Fig. 1: supply network
The bar under the picture is 20 um long. Pins as bars on the die edge.
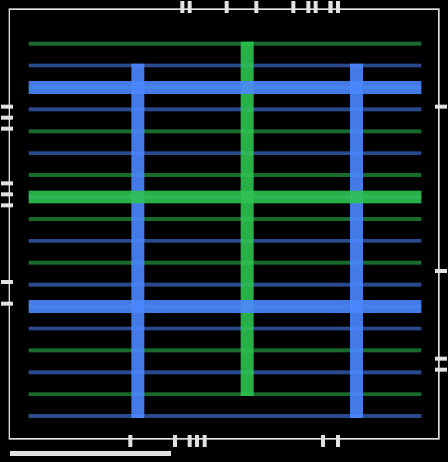
Fig. 2: port wiring
The bar under the picture is 20 um long.
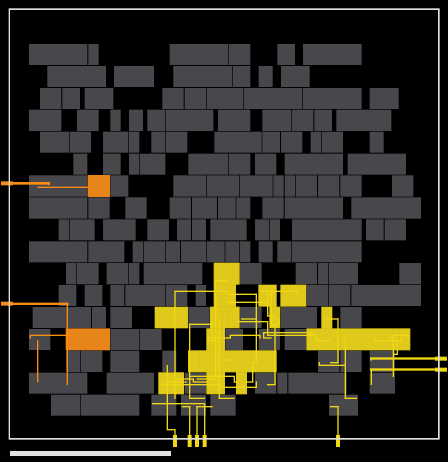
Fig. 3: local utilization
The bar under the picture is 20 um long. 11 x 11 tiles, from black (low) to pale yellow (high), 0 to 100% covered.
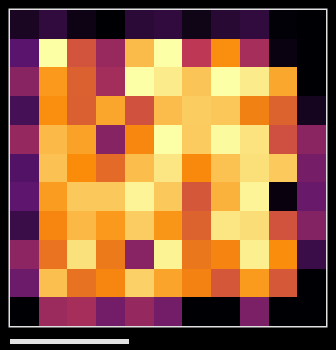
Fig. 4: placement by cell class
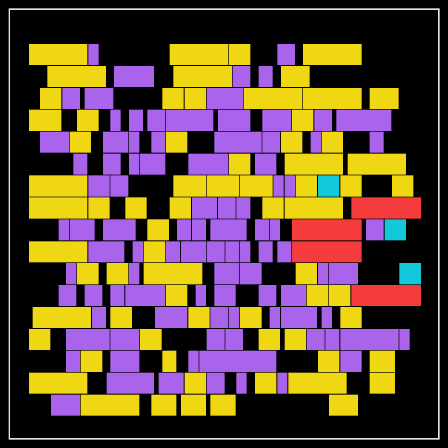
Fig. 5: routing congestion
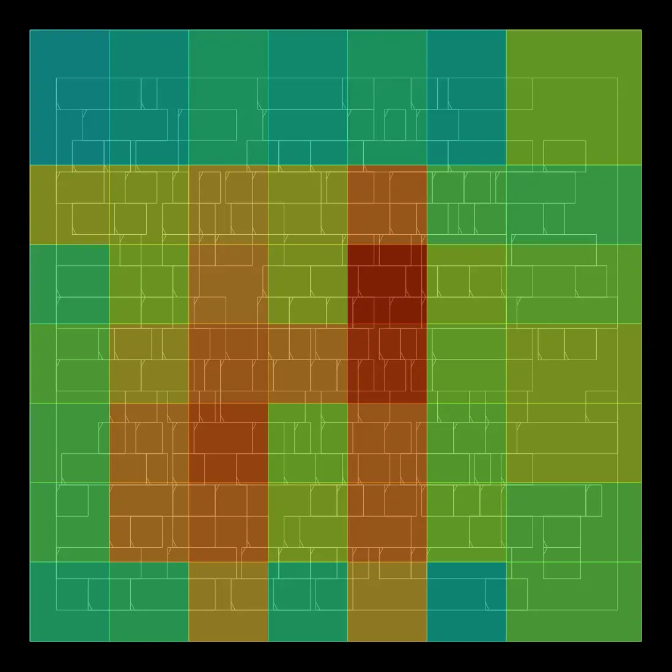
**config.mk**
```make
export PLATFORM = sky130hd
export DESIGN_NAME = multicycle_control_flat
export DESIGN_NICKNAME = d
export VERILOG_FILES = /design/src/rtl/multicycle_control_if.sv /design/src/rtl/multicycle_control.sv /design/src/flat_wrapper.sv
export SDC_FILE = /design/constraint.sdc
export NUM_CORES = 1
export LEC_CHECK = 0
export ABC_CLOCK_PERIOD_IN_PS = 1850
export CELL_PAD_IN_SITES_DETAIL_PLACEMENT = 0
export CELL_PAD_IN_SITES_GLOBAL_PLACEMENT = 1
export CORE_MARGIN = 2
export CORE_UTILIZATION = 27
export CTS_CLUSTER_DIAMETER = 150
export DETAILED_ROUTE_END_ITERATION = 8
export PLACE_DENSITY_LB_ADDON = 0.1
export REMOVE_ABC_BUFFERS = 1
export SLEW_MARGIN = 20
export SYNTH_ARGS = -nofsm -noshare
export SYNTH_HDL_FRONTEND = slang
export SYNTH_SLANG_ARGS = --single-unit
```
**constraint.sdc**
```tcl
create_clock -name clock -period 1.85 [get_ports clock]
set_input_delay 0.37 -clock clock [delete_from_list [all_inputs] [get_ports clock]]
set_output_delay 0.37 -clock clock [all_outputs]
set_load 0.05 [all_outputs]
```
**src/rtl/multicycle_control_if.sv**
```systemverilog
// multicycle_control_if
// Groups the control FSM's datapath-facing signals into one bundle.
//   master : the control FSM. Inputs are opcode, mem_ready and branch_taken.
//            It drives every enable and select.
//   slave  : the datapath side, with the directions mirrored.
interface multicycle_control_if;
    logic [6:0] opcode;        // IR[6:0] of the latched instruction
    logic       mem_ready;     // memory finished the current access
    logic       branch_taken;  // comparator result, funct3 applied
    logic       pc_write;      // load PC from next_pc
    logic       old_pc_write;  // latch current PC into old-PC
    logic       ir_write;      // load IR from memory read data
    logic       adr_src;       // 0 = PC, 1 = ALU-out register
    logic       mem_read;
    logic       mem_write;
    logic       reg_write;
    logic [1:0] alu_src_a;     // 00 PC, 01 old PC, 10 rs1, 11 zero
    logic [1:0] alu_src_b;     // 00 rs2, 01 imm, 10 const 4
    logic [1:0] alu_op;        // 00 add, 01 sub, 10 funct decode
    logic [1:0] result_src;    // 00 ALU-out reg, 01 MDR, 10 ALU direct
    logic       illegal;       // one-cycle pulse on an unsupported opcode
    logic       halted;        // stopped by ecall/ebreak

    modport master (
        input  opcode, mem_ready, branch_taken,
        output pc_write, old_pc_write, ir_write, adr_src, mem_read, mem_write,
               reg_write, alu_src_a, alu_src_b, alu_op, result_src, illegal, halted
    );

    modport slave (
        output opcode, mem_ready, branch_taken,
        input  pc_write, old_pc_write, ir_write, adr_src, mem_read, mem_write,
               reg_write, alu_src_a, alu_src_b, alu_op, result_src, illegal, halted
    );
endinterface

```
**src/rtl/multicycle_control.sv**
```systemverilog
// multicycle_control
// Moore-style sequencing FSM for the multicycle RV32I core. It decodes the
// latched opcode and drives every datapath enable and mux select per phase.
// Ports:
//   clock : rising-edge clock
//   reset : synchronous, active-low
//   bus   : multicycle_control_if.master (opcode/mem_ready/branch_taken in,
//           all strobes and selects out)
module multicycle_control (
    input  logic                        clock,
    input  logic                        reset,
    multicycle_control_if.master        bus
);
    localparam logic [6:0] OP_LOAD   = 7'b0000011;
    localparam logic [6:0] OP_STORE  = 7'b0100011;
    localparam logic [6:0] OP_R      = 7'b0110011;
    localparam logic [6:0] OP_I      = 7'b0010011;
    localparam logic [6:0] OP_LUI    = 7'b0110111;
    localparam logic [6:0] OP_AUIPC  = 7'b0010111;
    localparam logic [6:0] OP_BRANCH = 7'b1100011;
    localparam logic [6:0] OP_JAL    = 7'b1101111;
    localparam logic [6:0] OP_JALR   = 7'b1100111;
    localparam logic [6:0] OP_SYSTEM = 7'b1110011;

    typedef enum logic [3:0] {
        FETCH, DECODE, MEM_ADDR, MEM_READ, MEM_WB, MEM_WRITE, EXEC_R, EXEC_I,
        ALU_WB, BRANCH, JAL, JALR, JALR_LINK, HALT
    } state_t;

    state_t state, next_state;

    always_ff @(posedge clock) begin
        if (!reset) state <= FETCH;
        else        state <= next_state;
    end

    always_comb begin
        next_state       = state;
        bus.pc_write     = 1'b0;
        bus.old_pc_write = 1'b0;
        bus.ir_write     = 1'b0;
        bus.adr_src      = 1'b0;
        bus.mem_read     = 1'b0;
        bus.mem_write    = 1'b0;
        bus.reg_write    = 1'b0;
        bus.alu_src_a    = 2'b00;
        bus.alu_src_b    = 2'b00;
        bus.alu_op       = 2'b00;
        bus.result_src   = 2'b00;
        bus.illegal      = 1'b0;
        bus.halted       = 1'b0;

        unique case (state)
            FETCH: begin
                bus.mem_read   = 1'b1;
                bus.alu_src_b  = 2'b10;
                bus.result_src = 2'b10;
                // PC+4 goes straight from the ALU into PC while the IR loads.
                if (bus.mem_ready) begin
                    bus.ir_write     = 1'b1;
                    bus.pc_write     = 1'b1;
                    bus.old_pc_write = 1'b1;
                    next_state       = DECODE;
                end
            end
            DECODE: begin
                // Precompute old PC + imm into ALU-out for branch/JAL targets.
                bus.alu_src_a = 2'b01;
                bus.alu_src_b = 2'b01;
                case (bus.opcode)
                    OP_LOAD, OP_STORE:         next_state = MEM_ADDR;
                    OP_R:                      next_state = EXEC_R;
                    OP_I, OP_LUI, OP_AUIPC:    next_state = EXEC_I;
                    OP_BRANCH:                 next_state = BRANCH;
                    OP_JAL:                    next_state = JAL;
                    OP_JALR:                   next_state = JALR;
                    OP_SYSTEM:                 next_state = HALT;
                    default: begin
                        bus.illegal = 1'b1;
                        next_state  = FETCH;
                    end
                endcase
            end
            MEM_ADDR: begin
                bus.alu_src_a = 2'b10;
                bus.alu_src_b = 2'b01;
                next_state    = (bus.opcode == OP_STORE) ? MEM_WRITE : MEM_READ;
            end
            MEM_READ: begin
                bus.adr_src  = 1'b1;
                bus.mem_read = 1'b1;
                if (bus.mem_ready) next_state = MEM_WB;
            end
            MEM_WB: begin
                bus.result_src = 2'b01;
                bus.reg_write  = 1'b1;
                next_state     = FETCH;
            end
            MEM_WRITE: begin
                bus.adr_src   = 1'b1;
                bus.mem_write = 1'b1;
                if (bus.mem_ready) next_state = FETCH;
            end
            EXEC_R: begin
                bus.alu_src_a = 2'b10;
                bus.alu_op    = 2'b10;
                next_state    = ALU_WB;
            end
            EXEC_I: begin
                bus.alu_src_b = 2'b01;
                case (bus.opcode)
                    OP_LUI:   bus.alu_src_a = 2'b11;
                    OP_AUIPC: bus.alu_src_a = 2'b01;
                    default: begin
                        bus.alu_src_a = 2'b10;
                        bus.alu_op    = 2'b10;
                    end
                endcase
                next_state = ALU_WB;
            end
            ALU_WB: begin
                bus.reg_write = 1'b1;
                next_state    = FETCH;
            end
            BRANCH: begin
                bus.alu_src_a = 2'b10;
                bus.alu_op    = 2'b01;
                bus.pc_write  = bus.branch_taken;
                next_state    = FETCH;
            end
            JAL: begin
                // PC takes the target held in ALU-out while the ALU forms
                // old PC + 4 for the link write in ALU_WB.
                bus.alu_src_a = 2'b01;
                bus.alu_src_b = 2'b10;
                bus.pc_write  = 1'b1;
                next_state    = ALU_WB;
            end
            JALR: begin
                bus.alu_src_a  = 2'b10;
                bus.alu_src_b  = 2'b01;
                bus.result_src = 2'b10;
                bus.pc_write   = 1'b1;
                next_state     = JALR_LINK;
            end
            JALR_LINK: begin
                bus.alu_src_a  = 2'b01;
                bus.alu_src_b  = 2'b10;
                bus.result_src = 2'b10;
                bus.reg_write  = 1'b1;
                next_state     = FETCH;
            end
            HALT: begin
                bus.halted = 1'b1;
            end
            default: next_state = FETCH;
        endcase

        // While reset is asserted the state register may still hold a stale
        // mid-access state, so force everything idle for that cycle.
        if (!reset) begin
            bus.pc_write     = 1'b0;
            bus.old_pc_write = 1'b0;
            bus.ir_write     = 1'b0;
            bus.adr_src      = 1'b0;
            bus.mem_read     = 1'b0;
            bus.mem_write    = 1'b0;
            bus.reg_write    = 1'b0;
            bus.alu_src_a    = 2'b00;
            bus.alu_src_b    = 2'b00;
            bus.alu_op       = 2'b00;
            bus.result_src   = 2'b00;
            bus.illegal      = 1'b0;
            bus.halted       = 1'b0;
        end
    end
endmodule

```
**src/flat_wrapper.sv**
```systemverilog
// flat-port wrapper written by rule: the top's interface ports become plain ports
module multicycle_control_flat 
  (clock, reset, bus_opcode, bus_mem_ready, bus_branch_taken, bus_pc_write, bus_old_pc_write, bus_ir_write, bus_adr_src, bus_mem_read, bus_mem_write, bus_reg_write, bus_alu_src_a, bus_alu_src_b, bus_alu_op, bus_result_src, bus_illegal, bus_halted);
  multicycle_control_if bus_i ();
  input  logic clock;
  input  logic reset;
  input wire logic [$bits(bus_i.opcode)-1:0] bus_opcode;
  input wire logic [$bits(bus_i.mem_ready)-1:0] bus_mem_ready;
  input wire logic [$bits(bus_i.branch_taken)-1:0] bus_branch_taken;
  output wire logic [$bits(bus_i.pc_write)-1:0] bus_pc_write;
  output wire logic [$bits(bus_i.old_pc_write)-1:0] bus_old_pc_write;
  output wire logic [$bits(bus_i.ir_write)-1:0] bus_ir_write;
  output wire logic [$bits(bus_i.adr_src)-1:0] bus_adr_src;
  output wire logic [$bits(bus_i.mem_read)-1:0] bus_mem_read;
  output wire logic [$bits(bus_i.mem_write)-1:0] bus_mem_write;
  output wire logic [$bits(bus_i.reg_write)-1:0] bus_reg_write;
  output wire logic [$bits(bus_i.alu_src_a)-1:0] bus_alu_src_a;
  output wire logic [$bits(bus_i.alu_src_b)-1:0] bus_alu_src_b;
  output wire logic [$bits(bus_i.alu_op)-1:0] bus_alu_op;
  output wire logic [$bits(bus_i.result_src)-1:0] bus_result_src;
  output wire logic [$bits(bus_i.illegal)-1:0] bus_illegal;
  output wire logic [$bits(bus_i.halted)-1:0] bus_halted;
  assign bus_i.opcode = bus_opcode;
  assign bus_i.mem_ready = bus_mem_ready;
  assign bus_i.branch_taken = bus_branch_taken;
  assign bus_pc_write = bus_i.pc_write;
  assign bus_old_pc_write = bus_i.old_pc_write;
  assign bus_ir_write = bus_i.ir_write;
  assign bus_adr_src = bus_i.adr_src;
  assign bus_mem_read = bus_i.mem_read;
  assign bus_mem_write = bus_i.mem_write;
  assign bus_reg_write = bus_i.reg_write;
  assign bus_alu_src_a = bus_i.alu_src_a;
  assign bus_alu_src_b = bus_i.alu_src_b;
  assign bus_alu_op = bus_i.alu_op;
  assign bus_result_src = bus_i.result_src;
  assign bus_illegal = bus_i.illegal;
  assign bus_halted = bus_i.halted;
  multicycle_control u_core (.clock(clock), .reset(reset), .bus(bus_i));
endmodule
```
==> results_slide.txt <==
Flow Results at a Glance

Outcome
  – Outcome: finished, violations left
  – Violated checks: setup timing

STA
  – Final setup fails: 8
  – Fin crit share: 1.067
  – Rel. slew slack: 0.7197
  – Crit path time final: 1.974 ns
  – RSZ-0062 raised after global routing: yes
  – Clock Skews: 0.002790 ns
  – Worst Tran Pin Value: 0.4098 ns
  – Slew Viols, Final: 0
  – Max Clk Rate: 0.5065 GHz
  – Final hold viol count: 0
  – Setup ws final: -0.1243 ns

Setup path
  – Endpoint class of the critical path: output pin
  – Setup crit end: bus_alu_src_a[1]
  – CP arrival: 1.60 ns
  – CP cell instances: inv_2 > or4_4 > a31oi_1 > a21o_1 > buf_12
  – Instance count on the critical path: 5
  – Crit path max fanout: 4
  – Reg2reg path depth: 6
  – Startpoint Class: flip-flop
  – Critical path data required time: 1.48 ns
  – Cell family with most CP delay: simple AND/OR/NAND/NOR gates
  – Worst setup path class: flip-flop to output pin
  – Slowest-stage cell, CP: or4_4
  – Crit-path max cell delay: 0.52 ns
  – R2r startpoint: u_core.state[2]$_SDFFE_PN0P_
  – Reg-to-Reg End: u_core.state[2]$_SDFFE_PN0P_
  – Critical path launch point: u_core.state[2]$_SDFFE_PN0P_
  – Reg2Reg Setup Slack: 0.10 ns

Die
  – Die Wd: 53.14 um
  – Die area: 2823 um2
  – Die Ht: 53.14 um
  – Top-level port count: 28
  – FP Core Util: 0.2891

Clock tree
  – Latency at later pin: 0.23 ns
  – Root buf cell: clkbuf_4
  – CTS resizes: 45
  – Worst-path clk slew: 0.04 ns
  – Clock Tree Buf Depth: 2
  – CTS tree: built
  – Post-CTS Hold Fix Bufs: 0
  – CTS sink cnt: 4
  – H-tree depth: 1
  – Post-CTS Setup Repair Bufs: 2

Cells and area
  – Max reg flops: 4
  – Top Layout Cells: buf_4 (37), buf_12 (18), nand2_1 (10), a21oi_1 (7), nor2_1 (7)
  – Commonest Layout Cell: buf_4
  – Top reg by flops: u_core.state
  – Biggest regs: u_core.state x4
  – Area delta synth->final: 151.6%
  – Layout cells sized above 1: 0.5906
  – Post-route cell area: 1640 um2
  – Non-Filler Instances: 199
  – Layout fillers: 172
  – N_diodes: 0

Detailed routing
  – WL met3: 132 um
  – Via-to-Cell Ratio: 5.256
  – First DRT Iteration DRCs: 13
  – Met1 wire length: 1.210 mm
  – DRT Wirelength: 2.938 mm
  – Routed WL per cell: 14.76 um
  – Final ANT Viol Nets: 0
  – DR top layer: met4
  – Vias: 1,046
  – Initial DRT Pass Iterations: 4
  – Met2 WL: 1.582 mm

Synth
  – Cell area after technology mapping: 651.9 um2
  – Top cell area share: 0.1228
  – Registers, synthesis: 4
  – Synth async-reset ratio: 0
  – Library cells used by synthesis: 35
  – Main area contributors: dfxtp_1 (12%), nor3_1 (7.7%), a21oi_1 (6.9%)
  – Synthesized instance count: 104
  – Yosys Chip Area: 651.9 um2
  – Top cells by count: nand2_1 (12), nor2_1 (12), nor3_1 (10), a21oi_1 (9)
  – Top FF cell, synth: dfxtp_1
  – Post-synth EDFFs: 0
  – Ys cells: 104
  – Yosys top cell by area: dfxtp_1
  – Synth Seq Share: 0.1228
  – Ys Warns: 0
  – Syn_area_per_cell: 6.268 um2

GRT
  – GRT met1 Usage: 0.2652
  – Largest net degree at the start of global routing: 14
  – Global-route wire length before repair: 4.429 mm
  – Gr ovfl total: 0
  – Met3 GRT Util: 0.02260
  – Routing usage on met2: 0.3833
  – Initial antenna violation count: 0
  – Vias in the first global route: 1,000
  – All-layer global routing usage: 0.2098

Power and ir drop
  – Comb group: 0.000334 W
  – Switching Fraction: 0.3924
  – Pwr/cell area: 324.7 nW/um2
  – Comb pwr share: 0.627
  – Psw: 0.0002090 W
  – P_clk: 0.000107 W
  – Seq power: 0.0000918 W
  – Total Power: 0.0005327 W
  – P_int: 0.0003236 W
  – Share of power burned in registers: 0.172
  – Leakage: 0.6706 nW
  – Clock power frac: 0.201

Worst hold path
  – Min-delay src: bus_opcode[6]
  – Worst min-delay path class: primary input to flip-flop
  – Worst hold path depth: 5
  – Hold endpoint: u_core.state[3]$_SDFFE_PN0P_

Placement
  – Routability cong.: 0.8567
  – DP HPWL: 2.031 mm
  – Inst Count DP: 188
  – Place WS: -0.3660 ns

Run
  – Tool warning count: 27
  – Max Cap Viol: 0
About Fig. 1:
VDD: drawn in green. VSS: drawn in blue.
28 signal pins sit on the boundary. The core has 17 rows. 3 straps on met4. 3 straps on met5.

About Fig. 2:
bus_alu_src_a: drawn in orange, bits 2, direction output, end cells 2, buffers 3, wire 38.2 um. bus_opcode: drawn in yellow, bits 7, direction input, end cells 19, buffers 12, wire 256 um.

About Fig. 3:
The densest ninth of the die: center. The mean over all tiles is 57%. 41% of the tiles are over 75% full.

About Fig. 4:
registers: drawn in red, cells 4. remaining buffers and delay cells: drawn in yellow, cells 69. clock-net drivers: drawn in cyan, cells 3. remaining logic cells: drawn in purple, cells 95.
core area: 2255 um2
Core Rows: 17
Seq/total area: 0.05797

About Fig. 5:
final core utilization: 0.7275
Most Crowded Layer GR: met2

metrics by stage:
step	hold WS, ns	TNS [ns]
4_1_cts	0.6421	-0.4137
2_1_floorplan	0.5327	-8.520
3_5_place_dp	0.8235	-2.956
6_report	0.6542	-0.5202
3_3_place_gp	0.8220	-2.697
5_1_grt	0.6818	-1.206
logic make-up after synthesis:
kind of cell,Yosys count,synth area share
compound gates,33,0.3378
xor+xnor,1,0.01344
buf+inv,11,0.07101
flops,4,0.1228
mux,1,0.01536
simple gates,54,0.4395
cell type report:
type                       count  area [um2]  share of cell area
sequential                     4       95.09             0.05797
clock buffer                   3       22.52             0.01373
inverter                       6       23.77             0.01449
tap                           28       35.03             0.02136
timing repair buffer          69       769.5              0.4691
multi-input combinational     89       694.4              0.4233
Power figures rest on the tool's default switching activity, not on a simulated workload.
